### Cell classes on the final placement, run 1

Fill, decap, tap and diode cells in grey.
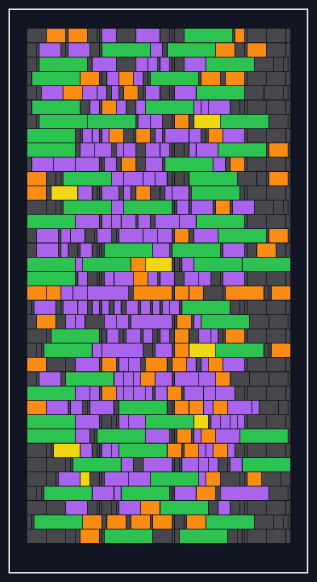
### Cell outlines without signal wires, run 1

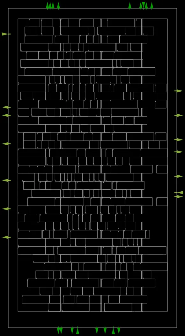
### Signal wires on met3, run 1

Bar = 20 µm.
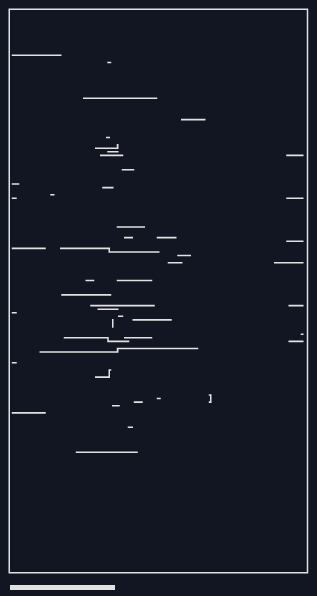
### The metal 2 layer, run 1

Cells faint in the background.
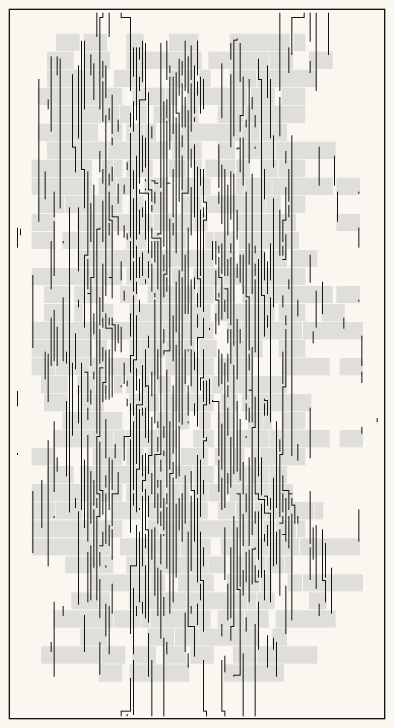
### config.mk
export PLATFORM = sky130hd
export DESIGN_NAME = gate_edge_counter
export DESIGN_NICKNAME = d
export VERILOG_FILES = /design/src/rtl/gate_edge_counter.sv
export SDC_FILE = /design/constraint.sdc
export NUM_CORES = 1
export LEC_CHECK = 0
export CORE_ASPECT_RATIO = 2
export CORE_MARGIN = 3
export CORE_UTILIZATION = 56
export DETAILED_ROUTE_END_ITERATION = 16
export PLACE_DENSITY = 0.87
export SYNTH_ARGS = -nofsm -noshare
export SYNTH_HDL_FRONTEND = slang
export SYNTH_SLANG_ARGS = --single-unit
### constraint.sdc
create_clock -name clk -period 2.1 [get_ports clk]
set_input_delay 0.42 -clock clk [delete_from_list [all_inputs] [get_ports clk]]
set_output_delay 0.42 -clock clk [all_outputs]
set_load 0.05 [all_outputs]
### src/rtl/gate_edge_counter.sv
// Edge-count frequency meter: counts synchronised rising edges of sig_in_i between
// consecutive sample pulses, optionally averaging 2^WIN_LOG2 windows per result.
module gate_edge_counter #(
  parameter int CNT_W       = 24,
  parameter int SYNC_STAGES = 2,
  parameter int WIN_LOG2    = 0
) (
  input  logic             clk,
  input  logic             rst_n,
  input  logic             sample_i,
  input  logic             enable_i,
  input  logic             sig_in_i,
  output logic [CNT_W-1:0] freq_count_o,
  output logic             freq_valid_o,
  output logic             overflow_o
);

  localparam int ACC_W = CNT_W + WIN_LOG2;
  localparam int IDX_W = (WIN_LOG2 > 0) ? WIN_LOG2 : 1;
  localparam logic [IDX_W-1:0] IDX_LAST = IDX_W'((64'd1 << WIN_LOG2) - 64'd1);
  localparam logic [CNT_W-1:0] CNT_MAX = '1;

  typedef enum logic [1:0] {
    IDLE  = 2'd0,
    ARM   = 2'd1,
    COUNT = 2'd2
  } state_e;

  logic [SYNC_STAGES-1:0] sync_q;
  logic                   hist_q;
  logic                   edge_s;

  state_e             state_q, state_d;
  logic [CNT_W-1:0]   win_cnt_q, win_cnt_d;
  logic               win_sat_q, win_sat_d;
  logic [ACC_W-1:0]   acc_q, acc_d;
  logic               sat_q, sat_d;
  logic [IDX_W-1:0]   idx_q, idx_d;
  logic [CNT_W-1:0]   count_q, count_d;
  logic               valid_q, valid_d;
  logic               ovf_q, ovf_d;

  logic [ACC_W-1:0]   sum_s;
  logic [ACC_W-1:0]   avg_s;
  logic [CNT_W-1:0]   start_cnt_s;

  // Synchroniser chain plus history flop for rising-edge detection
  always_ff @(posedge clk or negedge rst_n) begin
    if (!rst_n) begin
      sync_q <= '0;
      hist_q <= 1'b0;
    end else begin
      sync_q <= {sync_q[SYNC_STAGES-2:0], sig_in_i};
      hist_q <= sync_q[SYNC_STAGES-1];
    end
  end

  assign edge_s      = sync_q[SYNC_STAGES-1] & ~hist_q;
  assign sum_s       = acc_q + ACC_W'(win_cnt_q);
  assign avg_s       = sum_s >> WIN_LOG2;
  // An edge coincident with the closing sample opens the next window.
  assign start_cnt_s = {{(CNT_W-1){1'b0}}, edge_s};

  // Window/accumulate FSM next-state and result logic
  always_comb begin
    state_d   = state_q;
    win_cnt_d = win_cnt_q;
    win_sat_d = win_sat_q;
    acc_d     = acc_q;
    sat_d     = sat_q;
    idx_d     = idx_q;
    count_d   = count_q;
    valid_d   = 1'b0;
    ovf_d     = ovf_q;
    if (!enable_i) begin
      state_d   = IDLE;
      win_cnt_d = '0;
      win_sat_d = 1'b0;
      acc_d     = '0;
      sat_d     = 1'b0;
      idx_d     = '0;
    end else begin
      case (state_q)
        IDLE: begin
          state_d   = ARM;
          win_cnt_d = '0;
          win_sat_d = 1'b0;
          acc_d     = '0;
          sat_d     = 1'b0;
          idx_d     = '0;
        end
        ARM: begin
          if (sample_i) begin
            state_d   = COUNT;
            win_cnt_d = start_cnt_s;
            win_sat_d = 1'b0;
          end else begin
            state_d = ARM;
          end
        end
        COUNT: begin
          if (sample_i) begin
            win_cnt_d = start_cnt_s;
            win_sat_d = 1'b0;
            if (idx_q == IDX_LAST) begin
              count_d = avg_s[CNT_W-1:0];
              ovf_d   = sat_q | win_sat_q;
              valid_d = 1'b1;
              acc_d   = '0;
              sat_d   = 1'b0;
              idx_d   = '0;
            end else begin
              acc_d = sum_s;
              sat_d = sat_q | win_sat_q;
              idx_d = idx_q + IDX_W'(1);
            end
          end else if (edge_s) begin
            if (win_cnt_q == CNT_MAX) begin
              win_sat_d = 1'b1;
            end else begin
              win_cnt_d = win_cnt_q + CNT_W'(1);
            end
          end else begin
            win_cnt_d = win_cnt_q;
          end
        end
        default: begin
          state_d = IDLE;
        end
      endcase
    end
  end

  // FSM, counters and registered result outputs
  always_ff @(posedge clk or negedge rst_n) begin
    if (!rst_n) begin
      state_q   <= IDLE;
      win_cnt_q <= '0;
      win_sat_q <= 1'b0;
      acc_q     <= '0;
      sat_q     <= 1'b0;
      idx_q     <= '0;
      count_q   <= '0;
      valid_q   <= 1'b0;
      ovf_q     <= 1'b0;
    end else begin
      state_q   <= state_d;
      win_cnt_q <= win_cnt_d;
      win_sat_q <= win_sat_d;
      acc_q     <= acc_d;
      sat_q     <= sat_d;
      idx_q     <= idx_d;
      count_q   <= count_d;
      valid_q   <= valid_d;
      ovf_q     <= ovf_d;
    end
  end

  assign freq_count_o = count_q;
  assign freq_valid_o = valid_q;
  assign overflow_o   = ovf_q;

endmodule
==> flow_summary.json, run 1 <==
{
  "cts_resized": 4,
  "avgSynthCellArea_um2": 11.1,
  "routedWlPerCell_um": 17.5,
  "core.rowCount": 36,
  "cp-startpoint": "state_q[1]",
  "area_leaders": "dfrtp_1 49%, mux2_2 9.9%, o31ai_1 5.0%",
  "nFillCells": 336,
  "wl_um": 6500,
  "antenna_found_initial": 0,
  "grt_pass1_wl_um": 10900,
  "cts-root-buf": "clkbuf_8",
  "status": "finished, final reports clean",
  "numPortBuffers": 30,
  "cts_sinks": 56,
  "ctsHoldBuffers": 0,
  "floorplan.nets": 266,
  "ys_cells": 257,
  "clk_pin_slew_ns": 0.09,
  "hold_ws_ns": 0.0721,
  "drt-pass1-iter-count": 5,
  "die-width_um": 56.4,
  "grt_start_max_net_pins": 26,
  "power_uw": 1830,
  "ys_seq_share": 0.492,
  "edf_count": 0,
  "io_pins": 31,
  "cap_violations": 0,
  "avgViaCountPerCell": 6.29,
  "worst_hold_path_type": "in -> async",
  "globalRouteTotalUtil": 0.227,
  "drv_slew": 0,
  "yosysTopAreaCell": "dfrtp_1",
  "vdd_drop_max_mv": 0.680,
  "cts_setup_buffers": 0,
  "grt_pass1_vias": 2359,
  "top_cell": "dfrtp_1",
  "yosysUniqueCellTypes": 43,
  "antenna_left": 0,
  "cts_tree": "built",
  "layout.nets": 324,
  "cp.required_ns": 2.30,
  "max_slew_margin": 0.634,
  "top_area_frac": 0.492,
  "worst_slew_pin_slew_ns": 0.548,
  "skew_ns": 0.00411,
  "ys_chip_area_um2": 2850,
  "period_needed_ns": 2.00,
  "cp_max_fo": 7,
  "routabilityCongestion": 0.898,
  "antenna_cells": 0,
  "rsz0062_at_grt": "no",
  "setup_viol": 0,
  "numCtsBuffers": 5,
  "insertion_delay_ns": 0.32,
  "dieArea_um2": 6030,
  "tool_warnings": 28,
  "core_util_floorplan": 0.580,
  "areaGrowthSynthToFinish_pct": 24.9,
  "cp-end-kind": "register",
  "synthCells": 257,
  "async_flop_share": 1.00
}
Back to the opening pictures, 'Cell classes on the final placement':
Orange marks remaining buffers and delay cells, cells 70, share of their area 18%. Yellow marks clock drivers and dummy loads, cells 7, share of their area 2.3%. Green marks sequential cells, cells 56, share of their area 40%. Purple marks combinational and other logic, cells 182, share of their area 40%.

Back to the opening pictures, 'Cell outlines without signal wires':
Final Non-Filler Cells: 372
final core occ: 0.725
flop count: 56

Back to the opening pictures, 'Signal wires on met3':
35 nets have wire on it. The wires run mostly horizontal. The layer holds 3.4% of the routed length. The longest straight run is 15.2 µm.

Back to the opening pictures, 'The metal 2 layer':
The wires run mostly vertical. 294 nets have wire on it. The layer holds 54% of the routed length. The longest straight run is 48.3 µm. The layer carries 3540 µm of wire.

## run 1: final timing paths
kind                                     to  slack, ns  cells after the start
max reg2reg                    win_cnt_q[2]       0.10                      8
max in group asynchronous      win_cnt_q[1]       1.47                      2
min in group clk                  sync_q[1]       0.38                      0
min                        freq_count_o[19]       0.07                      1
min reg2reg                       sync_q[1]       0.38                      0
max                            win_cnt_q[2]       0.10                      8
## run 1: flip-flops by register name, summed over array words and instances (netlist names)
name,count
freq_count_o,24
hist_q,1
overflow_o,1
win_cnt_q,24
win_sat_q,1
freq_valid_o,1
state_q,2
sync_q,2
## run 1: layout by cell type, fill, tap and decap left out, types with 2 or more instances in the layout
| master | synthesis | final |
|---|---|---|
| dfrtp_1 | 56 | 56 |
| buf_4 | 2 | 37 |
| clkdlybuf4s50_1 | 0 | 29 |
| mux2_2 | 25 | 25 |
| nand2_1 | 16 | 16 |
| o31ai_1 | 19 | 15 |
| nand3_1 | 14 | 14 |
| nor2_1 | 12 | 12 |
| o21ai_1 | 12 | 12 |
| o31ai_2 | 8 | 11 |
| nand4_1 | 9 | 9 |
| a31oi_1 | 9 | 9 |
| and3_1 | 6 | 6 |
| a21oi_1 | 5 | 5 |
| clkbuf_8 | 0 | 5 |
| inv_1 | 5 | 4 |
| nor3_1 | 3 | 3 |
| nor2b_1 | 4 | 3 |
| a41oi_1 | 3 | 3 |
| ha_1 | 4 | 3 |
| nand2b_1 | 2 | 2 |
| nor4_4 | 2 | 2 |
| nor3_2 | 2 | 2 |
| o21ai_0 | 2 | 2 |
| and2_1 | 3 | 2 |
| buf_12 | 0 | 2 |
## run 1: critical path, stage by stage, from the launching register on
cell and delay, ns:
dfrtp_1 0.39, inv_1 0.07, ha_1 0.21, nor2b_1 0.15, a311o_1 0.32, and2_4 0.21, buf_4 0.17, o31ai_1 0.25
o21ai_1 0.10
## run 1: logic make-up (layout without fill, tap and decap cells)
group	after synthesis	in the layout	share of synthesized area
flops	56	56	0.492
buf+inv	24	82	0.0470
compound gates	67	67	0.177
simple gates	80	80	0.163
fa+ha+maj	4	4	0.0176
mux	26	26	0.104
## run 1: power by group
| part | internal [µW] | total, µW | switching (µW) |
|---|---|---|---|
| sequential | 1090 | 1090 | 4.60 |
| clock | 227 | 570 | 344 |
| combinational | 73.0 | 174 | 101 |
## run 1: cell type report
type,instances,area (µm²),share of cell area
flip-flops and latches,56,1400,0.394
multi-input cells,177,1360,0.382
repair buffers,70,624,0.176
well taps,57,71.3,0.0200
clock buffers,5,68.8,0.0193
inverters,5,18.8,0.00528
clock inverters,2,12.5,0.00352
## run 1: per-layer routing
metal / wire (µm) / GRT usage / up-vias
met2: 3540 / 0.410 / 70
met4: 236 / 0.102 / 0
met5: 0 / 0 / -
met1: 2510 / 0.254 / 1175
met3: 223 / 0.0398 / 18
li1: - / - / 1076
## run 1: per-stage QoR
step / setup TNS, ns / setup slack, ns / instance area [µm²]
CTS: 0 / 0.0426 / 3480
detailed placement: -5.47 / -0.319 / 3390
global route: 0 / 0.00481 / 3560
floorplan: 0 / 0.130 / 2850
global placement: -4.32 / -0.242 / 3390
finish: 0 / 0.105 / 3560
==> run 2, diff against run 1 <==
--- a/config.mk
+++ b/config.mk
@@ -5,6 +5,7 @@
 export SDC_FILE = /design/constraint.sdc
 export NUM_CORES = 1
 export LEC_CHECK = 0
+export CAP_MARGIN = 15
 export CORE_ASPECT_RATIO = 2
 export CORE_MARGIN = 3
 export CORE_UTILIZATION = 56
### Cell outlines without signal wires, run 2

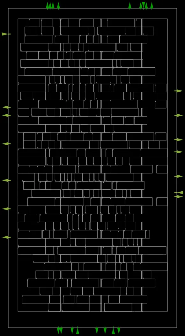
core area: 4910 µm²
Layout fillers: 336
n_taps: 57
Seq/total area: 0.394
# rows: 36

### The metal 2 layer, run 2

Cells faint in the background.
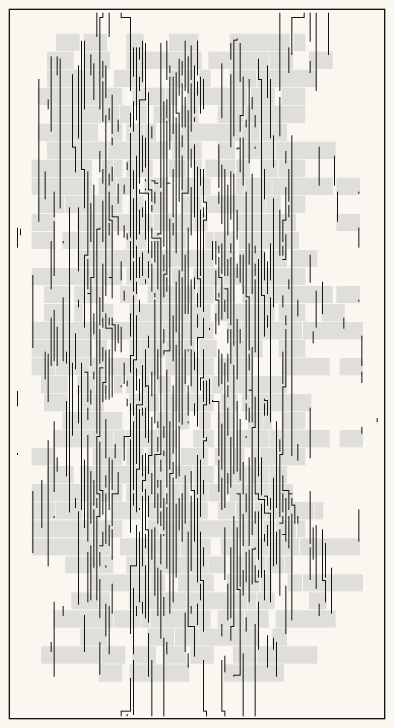
The longest straight run is 48.3 µm. 294 nets have wire on it.

==> run 2 against run 1 <==
Non-clock buffer count is the same. Cell count did not move. Clock power is essentially flat. Synthesized area did not move. Sequential share of layout area stayed put. Utilization stayed put. Flip-flop count stayed put. Power did not move. Sequential power about the same. Hold slack unchanged. First-iteration DRC count unchanged.
==> flow_summary.json, run 2 <==
{
  "power.share.sequential": 0.594,
  "status": "finished, final reports clean",
  "routedWlPerCell_um": 17.5,
  "fin_cells": 372,
  "ys_seq_share": 0.492,
  "final_common_cell": "dfrtp_1",
  "cp_max_fo": 7,
  "cp.buffers_inverters": 2,
  "areaGrowthSynthToFinish_pct": 24.9,
  "drt-pass1-iter-count": 5,
  "met2_wirelength_um": 3540,
  "antenna_cells": 0,
  "clock_power_share": 0.311,
  "grt_pass1_vias": 2359,
  "layout.nets": 324,
  "cp.required_ns": 2.30,
  "cp_slowest_cell": "dfrtp_1",
  "skew_ns": 0.00411,
  "ctsHoldBuffers": 0,
  "globalRouteTotalUtil": 0.227,
  "insertion_delay_ns": 0.32,
  "yosysTopAreaCell": "dfrtp_1",
  "drv_slew": 0,
  "avgSynthCellArea_um2": 11.1,
  "cpPeakStageDelay_ns": 0.39,
  "synthCells": 257,
  "wl_met3_um": 223,
  "worst_hold_path_type": "in -> async",
  "fin_ws_ns": 0.105,
  "wl_um": 6500,
  "ys_chip_area_um2": 2850,
  "grt_pass1_wl_um": 10900,
  "top_cell": "dfrtp_1",
  "post-place-ws_ns": -0.319,
  "highest_layer": "met4",
  "numCtsBuffers": 5,
  "antenna_left": 0,
  "numPortBuffers": 30,
  "cts-root-buf": "clkbuf_8",
  "mostFrequentLayoutCells": "56 x dfrtp_1, 37 x buf_4, 29 x clkdlybuf4s50_1",
  "crit_path_cell_trace": "inv_1 > ha_1 > nor2b_1 > a311o_1 > and2_4 > buf_4 > o31ai_1 > o21ai_1",
  "power_uw": 1830,
  "grt_start_max_net_pins": 26,
  "io_pins": 31,
  "period_needed_ns": 2.00,
  "avgViaCountPerCell": 6.29,
  "hold_ws_ns": 0.0721,
  "area_leaders": "dfrtp_1 49%, mux2_2 9.9%, o31ai_1 5.0%",
  "die-width_um": 56.4,
  "rsz0062_at_grt": "no"
}
run 2: logic make-up after synthesis:
logic type / count (synthesis) / synth area share
muxes: 26 / 0.104
DFF: 56 / 0.492
and+or+nand+nor: 80 / 0.163
AOI/OAI and AO/OA: 67 / 0.177
adders and majority gates: 4 / 0.0176
buffers and inverters: 24 / 0.0470
run 2: path summary, 6_finish.rpt:
path,start,endpoint,slack [ns],cells past startpoint
worst max-delay path,state_q[1],win_cnt_q[2],0.10,8
worst min-delay path,rst_n,freq_count_o[19],0.07,1
worst max register to register,state_q[1],win_cnt_q[2],0.10,8
worst min register to register,sync_q[0],sync_q[1],0.38,0
max in group asynchronous,rst_n,win_cnt_q[1],1.47,2
min in group clk,sync_q[0],sync_q[1],0.38,0
run 2: power by group through the flow:
stage	combinational (µW)	sequential (µW)	clock, µW
global placement	159	1110	0
CTS	169	1090	582
finish	174	1090	570
floorplan	82.5	1110	0
global route	188	1090	622
detailed placement	165	1110	0
run 2: final cells by class:
class                           instances  area [µm²]  share of cell area
Sequential cell                        56        1400               0.394
Multi-Input combinational cell        177        1360               0.382
Timing Repair Buffer                   70         624               0.176
Tap cell                               57        71.3              0.0200
Clock buffer                            5        68.8              0.0193
Inverter                                5        18.8             0.00528
Clock inverter                          2        12.5             0.00352
run 2: repair_timing:
action	CTS	global route
pin swaps	0	4
resized	4	10
setup buffers	0	4
setup endpoints to repair	15	21
endpoints found under the hold margin	0	0
gates cloned	0	1
run 2: per-layer routing:
layer | vias to the layer above | global-route usage
met5 | - | 0
met4 | 0 | 0.102
met3 | 18 | 0.0398
met2 | 70 | 0.410
met1 | 1175 | 0.254
li1 | 1076 | -
run 2: stage by stage:
stage / cell area (µm²) / TNS [ns] / util
floorplan: 2850 / 0 / -
detailed placement: 3390 / -5.47 / 0.690
global placement: 3390 / -4.32 / 0.690
global route: 3560 / 0 / 0.725
finish: 3560 / 0 / 0.725
CTS: 3480 / 0 / 0.708
Power is estimated from default activity; no workload was simulated.
